==> config.mk <==
export PLATFORM = sky130hd
export DESIGN_NAME = bcd_tick_counter
export DESIGN_NICKNAME = d
export VERILOG_FILES = /design/src/rtl/bcd_tick_counter.sv
export SDC_FILE = /design/constraint.sdc
export NUM_CORES = 1
export LEC_CHECK = 0
export CAP_MARGIN = 20
export CORE_UTILIZATION = 30
export DETAILED_ROUTE_END_ITERATION = 10
export GPL_TIMING_DRIVEN = 0
export SLEW_MARGIN = 20
export SYNTH_ARGS = -nofsm -noshare
export SYNTH_HDL_FRONTEND = slang
export SYNTH_SLANG_ARGS = --single-unit
==> constraint.sdc <==
create_clock -name clk -period 5.2 [get_ports clk]
set_input_delay 1.04 -clock clk [delete_from_list [all_inputs] [get_ports clk]]
set_output_delay 1.04 -clock clk [all_outputs]
set_load 0.005 [all_outputs]
==> src/rtl/bcd_tick_counter.sv <==
// Prescaled N-digit packed-BCD up/down counter with clear, clamped parallel load,
// wrap-or-saturate terminal handling, a step tick and a terminal-event pulse.
module bcd_tick_counter #(
  parameter int NUM_DIGITS    = 4,
  parameter int PRESCALE      = 2500000,
  parameter int PRESCALE_BITS = 22,
  parameter bit WRAP          = 1'b1
) (
  input  logic                    clk,
  input  logic                    rst,
  input  logic                    enable,
  input  logic                    up_down,
  input  logic                    clear,
  input  logic                    load,
  input  logic [4*NUM_DIGITS-1:0] load_val,
  output logic [4*NUM_DIGITS-1:0] digits,
  output logic                    tick,
  output logic                    term_pulse,
  output logic                    at_limit
);

  localparam int W = 4 * NUM_DIGITS;
  localparam logic [PRESCALE_BITS-1:0] PS_LAST = PRESCALE_BITS'(PRESCALE - 1);

  logic [PRESCALE_BITS-1:0] psc;
  logic                     step;
  logic                     all_nines;
  logic                     all_zeros;
  logic                     cy;
  logic [W-1:0]             stepped;
  logic [W-1:0]             clamped;
  logic [W-1:0]             digits_next;

  assign step = enable && (psc == PS_LAST);

  always_comb begin
    all_nines = 1'b1;
    all_zeros = 1'b1;
    for (int i = 0; i < NUM_DIGITS; i++) begin
      if (digits[4*i +: 4] != 4'd9) all_nines = 1'b0;
      if (digits[4*i +: 4] != 4'd0) all_zeros = 1'b0;
    end
  end

  assign at_limit = up_down ? all_nines : all_zeros;

  // Carry/borrow ripples through every digit in one edge; from the terminal
  // value this naturally lands on the wrapped value.
  always_comb begin
    stepped = digits;
    cy      = 1'b1;
    for (int i = 0; i < NUM_DIGITS; i++) begin
      if (cy) begin
        if (up_down) begin
          if (digits[4*i +: 4] == 4'd9) begin
            stepped[4*i +: 4] = 4'd0;
          end else begin
            stepped[4*i +: 4] = digits[4*i +: 4] + 4'd1;
            cy = 1'b0;
          end
        end else begin
          if (digits[4*i +: 4] == 4'd0) begin
            stepped[4*i +: 4] = 4'd9;
          end else begin
            stepped[4*i +: 4] = digits[4*i +: 4] - 4'd1;
            cy = 1'b0;
          end
        end
      end
    end
  end

  always_comb begin
    clamped = load_val;
    for (int i = 0; i < NUM_DIGITS; i++) begin
      if (load_val[4*i +: 4] > 4'd9) clamped[4*i +: 4] = 4'd9;
    end
  end

  assign digits_next = (at_limit && !WRAP) ? digits : stepped;

  always_ff @(posedge clk or posedge rst) begin
    if (rst) begin
      psc        <= '0;
      digits     <= '0;
      tick       <= 1'b0;
      term_pulse <= 1'b0;
    end else if (clear) begin
      psc        <= '0;
      digits     <= '0;
      tick       <= 1'b0;
      term_pulse <= 1'b0;
    end else if (load) begin
      psc        <= '0;
      digits     <= clamped;
      tick       <= 1'b0;
      term_pulse <= 1'b0;
    end else begin
      tick       <= step;
      term_pulse <= step && at_limit;
      if (enable) psc <= step ? '0 : psc + PRESCALE_BITS'(1);
      if (step) digits <= digits_next;
    end
  end

endmodule

==> images/met1.png <==
Cells faint in the background.
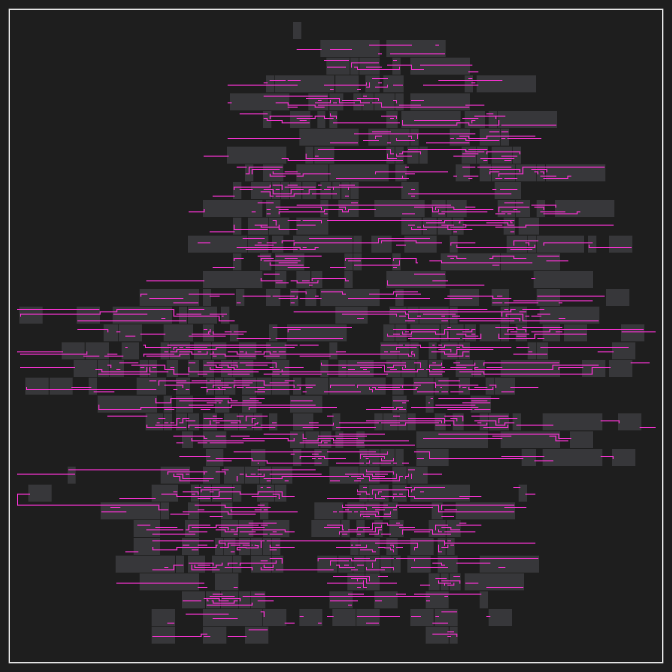
share of all routed wire	48%
main direction	horizontal
nets with wire on the layer	378

==> images/met2.png <==
Scale bar: 20 um.
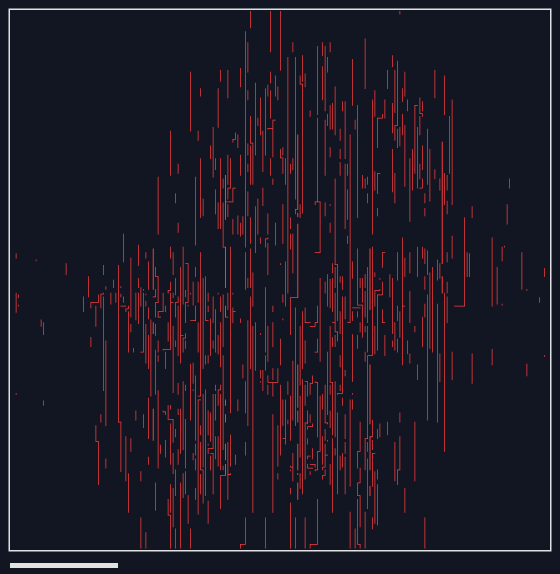
main direction	vertical
wire length on this layer	3370 um
nets with wire on the layer	345
met2 Use GR: 24.4%
via count: 2719
DRT Wirelength: 7470 um

==> out/metrics.cfg <==
[status]
status=completed

[die]
coreArea_um2=9240
ios=41
fp-utilization_pct=31.0
nWellTaps=129
rows=35
chip_area_um2=9940
die_h_um=99.7
die_x_um=99.7

[timing]
relSlewSlack_pct=41.0
whs_ns=0.567
finClkSkew_ns=0.00677
setup_violations=0
final.period_utilization_pct=88.2
drv_slew=0
setup_slack_ns=0.614
min_period_ns=4.59
rsz0062_at_grt=no
max_freq_mhz=218
worst_pin_slew_ns=0.878
hold_viol=0
tns_ns=0

[global_routing]
grt.total_usage_pct=15.6
met3_usage_pct=1.90
grtUsageMet1_pct=22.5
overflow=0
grt_antenna_before_repair=0
grt_pass1_vias=2499
grt_max_degree=33
grt_busiest_layer=met2
grt_first_pass_wirelength_um=12500

[place]
port_buffers=38
placed_area_um2=3430
hpwlAfterDp_um=5460
place_congestion=0.913
dp.cells=511
pre_cts_ws_ns=0.680

[logic_synthesis]
yosys.area.top_type=dfrtp_1
aoi_share_pct=18.1
mux_area_share_pct=2.97
synth-edff-count=0
netlist_top_cells_count=nor2_1, dfrtp_1, nand2_1, clkbuf_1, xor2_1
ys_area_um2=2860
top_logic_kind=simple AND/OR/NAND/NOR gates
ys_sh_simple_pct=28.0
ys_types=52
fa_ha_area_share_pct=4.37
ys.flop_type=dfrtp_1
syn-cell-area_um2=2860
postSynthAreaPerCell_um2=8.35
syn_inst=343
top_cells_by_area=dfrtp_1, nor2_1, xor2_1
synthArstFlopShare_pct=100
xor_share_pct=7.03
seq_area_frac_synth_pct=34.9
top_cell_area_share_pct=34.9
yosysMostFrequentCell=nor2_1
yosys_warnings=0
syn_nets=375
synth-seq-cells=40
yosysCellCount=343

[routing]
dr.pass1.iters=4
met3_length_um=391
ant_nets=0
dr.first_iter.drc_count=144
m1WireLength_um=3620
top_layer=met4
avgRoutedWirePerCell_um=14.4
dr_wl_met2_um=3370
viasPerCell=5.24
drc=0

[setup_path]
worstSetupEndpoint=at_limit
r2r_slack_ns=2.60
cp.depth=7
critPathLaunch=up_down
critPathMaxFanout=10
path_buffers=4
setup.worst_path.start_class=input pin
timing.rr.start=psc[14]
reg2reg_to=digits[12]
worst_path_dominant_cell_family=buffers and inverters
criticalPathCategory=input pin to output port
slowest_stage=clkdlybuf4s50_1
worstPathCellList=clkdlybuf4s50_1 > clkbuf_1 > buf_1 > nand4_1 > nor4_1 > a41o_1 > clkdlybuf4s50_1
cp_common_cell=clkdlybuf4s50_1
reg2regPathDepth=5
cp_slowest_stage_delay_ns=0.55
end_kind=output port
worstPathArrival_ns=3.55
cp.required_ns=4.16

[pwr]
power_density_nw_per_um2=218
total_power_uw=774
cellLeakagePower_uw=0.00141
ir_drop_mv=0.148

[cells_and_area]
dominant-cell-class=multi-input combinational cells
nClkBuffers=6
comb_share_pct=48.8
utilization_pct=38.4
syn2layout_area_growth_pct=23.9
comb_cells=268
fin_cells=519
nets=421
seq_share_pct=28.2
buffers=58
layout-drive-gt1-share_pct=5.90
layout.nonclk_buf_share_pct=13.3
inverters=16
ff_latch_area_um2=1000
diodes=0
logic_area_um2=1730
flop-count=40
fillCellCount=956
stdcell_area_um2=3550
clk_share_pct=3.42

[flow_run]
warnings=32
drv_cap=0

[cts]
clk_path_buf_depth=2
cts_hold_buf=0
htree_levels=2
root_buffer=clkbuf_8
post_cts_buffers=0
ctsResizeCount=0
cts_tree=done
cts.clk_slew.worst_paths_ns=0.09
cts_sinks=40
insertion_delay_ns=0.29
numCtsBuffers=5

[hold_path]
hp-class=flip-flop to flip-flop
min_to=psc[12]
hp-start=psc[12]
hold_depth=2

-- report_power, final --
| group | internal (uW) | switching (uW) | leakage [uW] |
|---|---|---|---|
| logic | 76.7 | 88.5 | 0.000802 |
| clock network | 157 | 116 | 0.0000614 |
| registers | 320 | 15.4 | 0.000545 |
-- layout by cell type, fill, tap and decap left out, types with 6 or more instances in the layout --
cell and n:
nor2_1 41, dfrtp_1 40, clkdlybuf4s50_1 38, nand2_1 26
clkbuf_1 18, xor2_1 17, nand3_1 16, a21oi_1 15
inv_1 14, o21ai_0 13, nor3_1 13, nand2b_1 10
ha_1 10, a31oi_1 9, nand4_1 8, xnor2_1 6
clkbuf_8 6
-- sequential cells by signal, summed over array words and instances (netlist names) --
name,count
digits,16
term_pulse,1
tick,1
psc,22
No activity file was given, so power comes from the tool's default toggle rates.
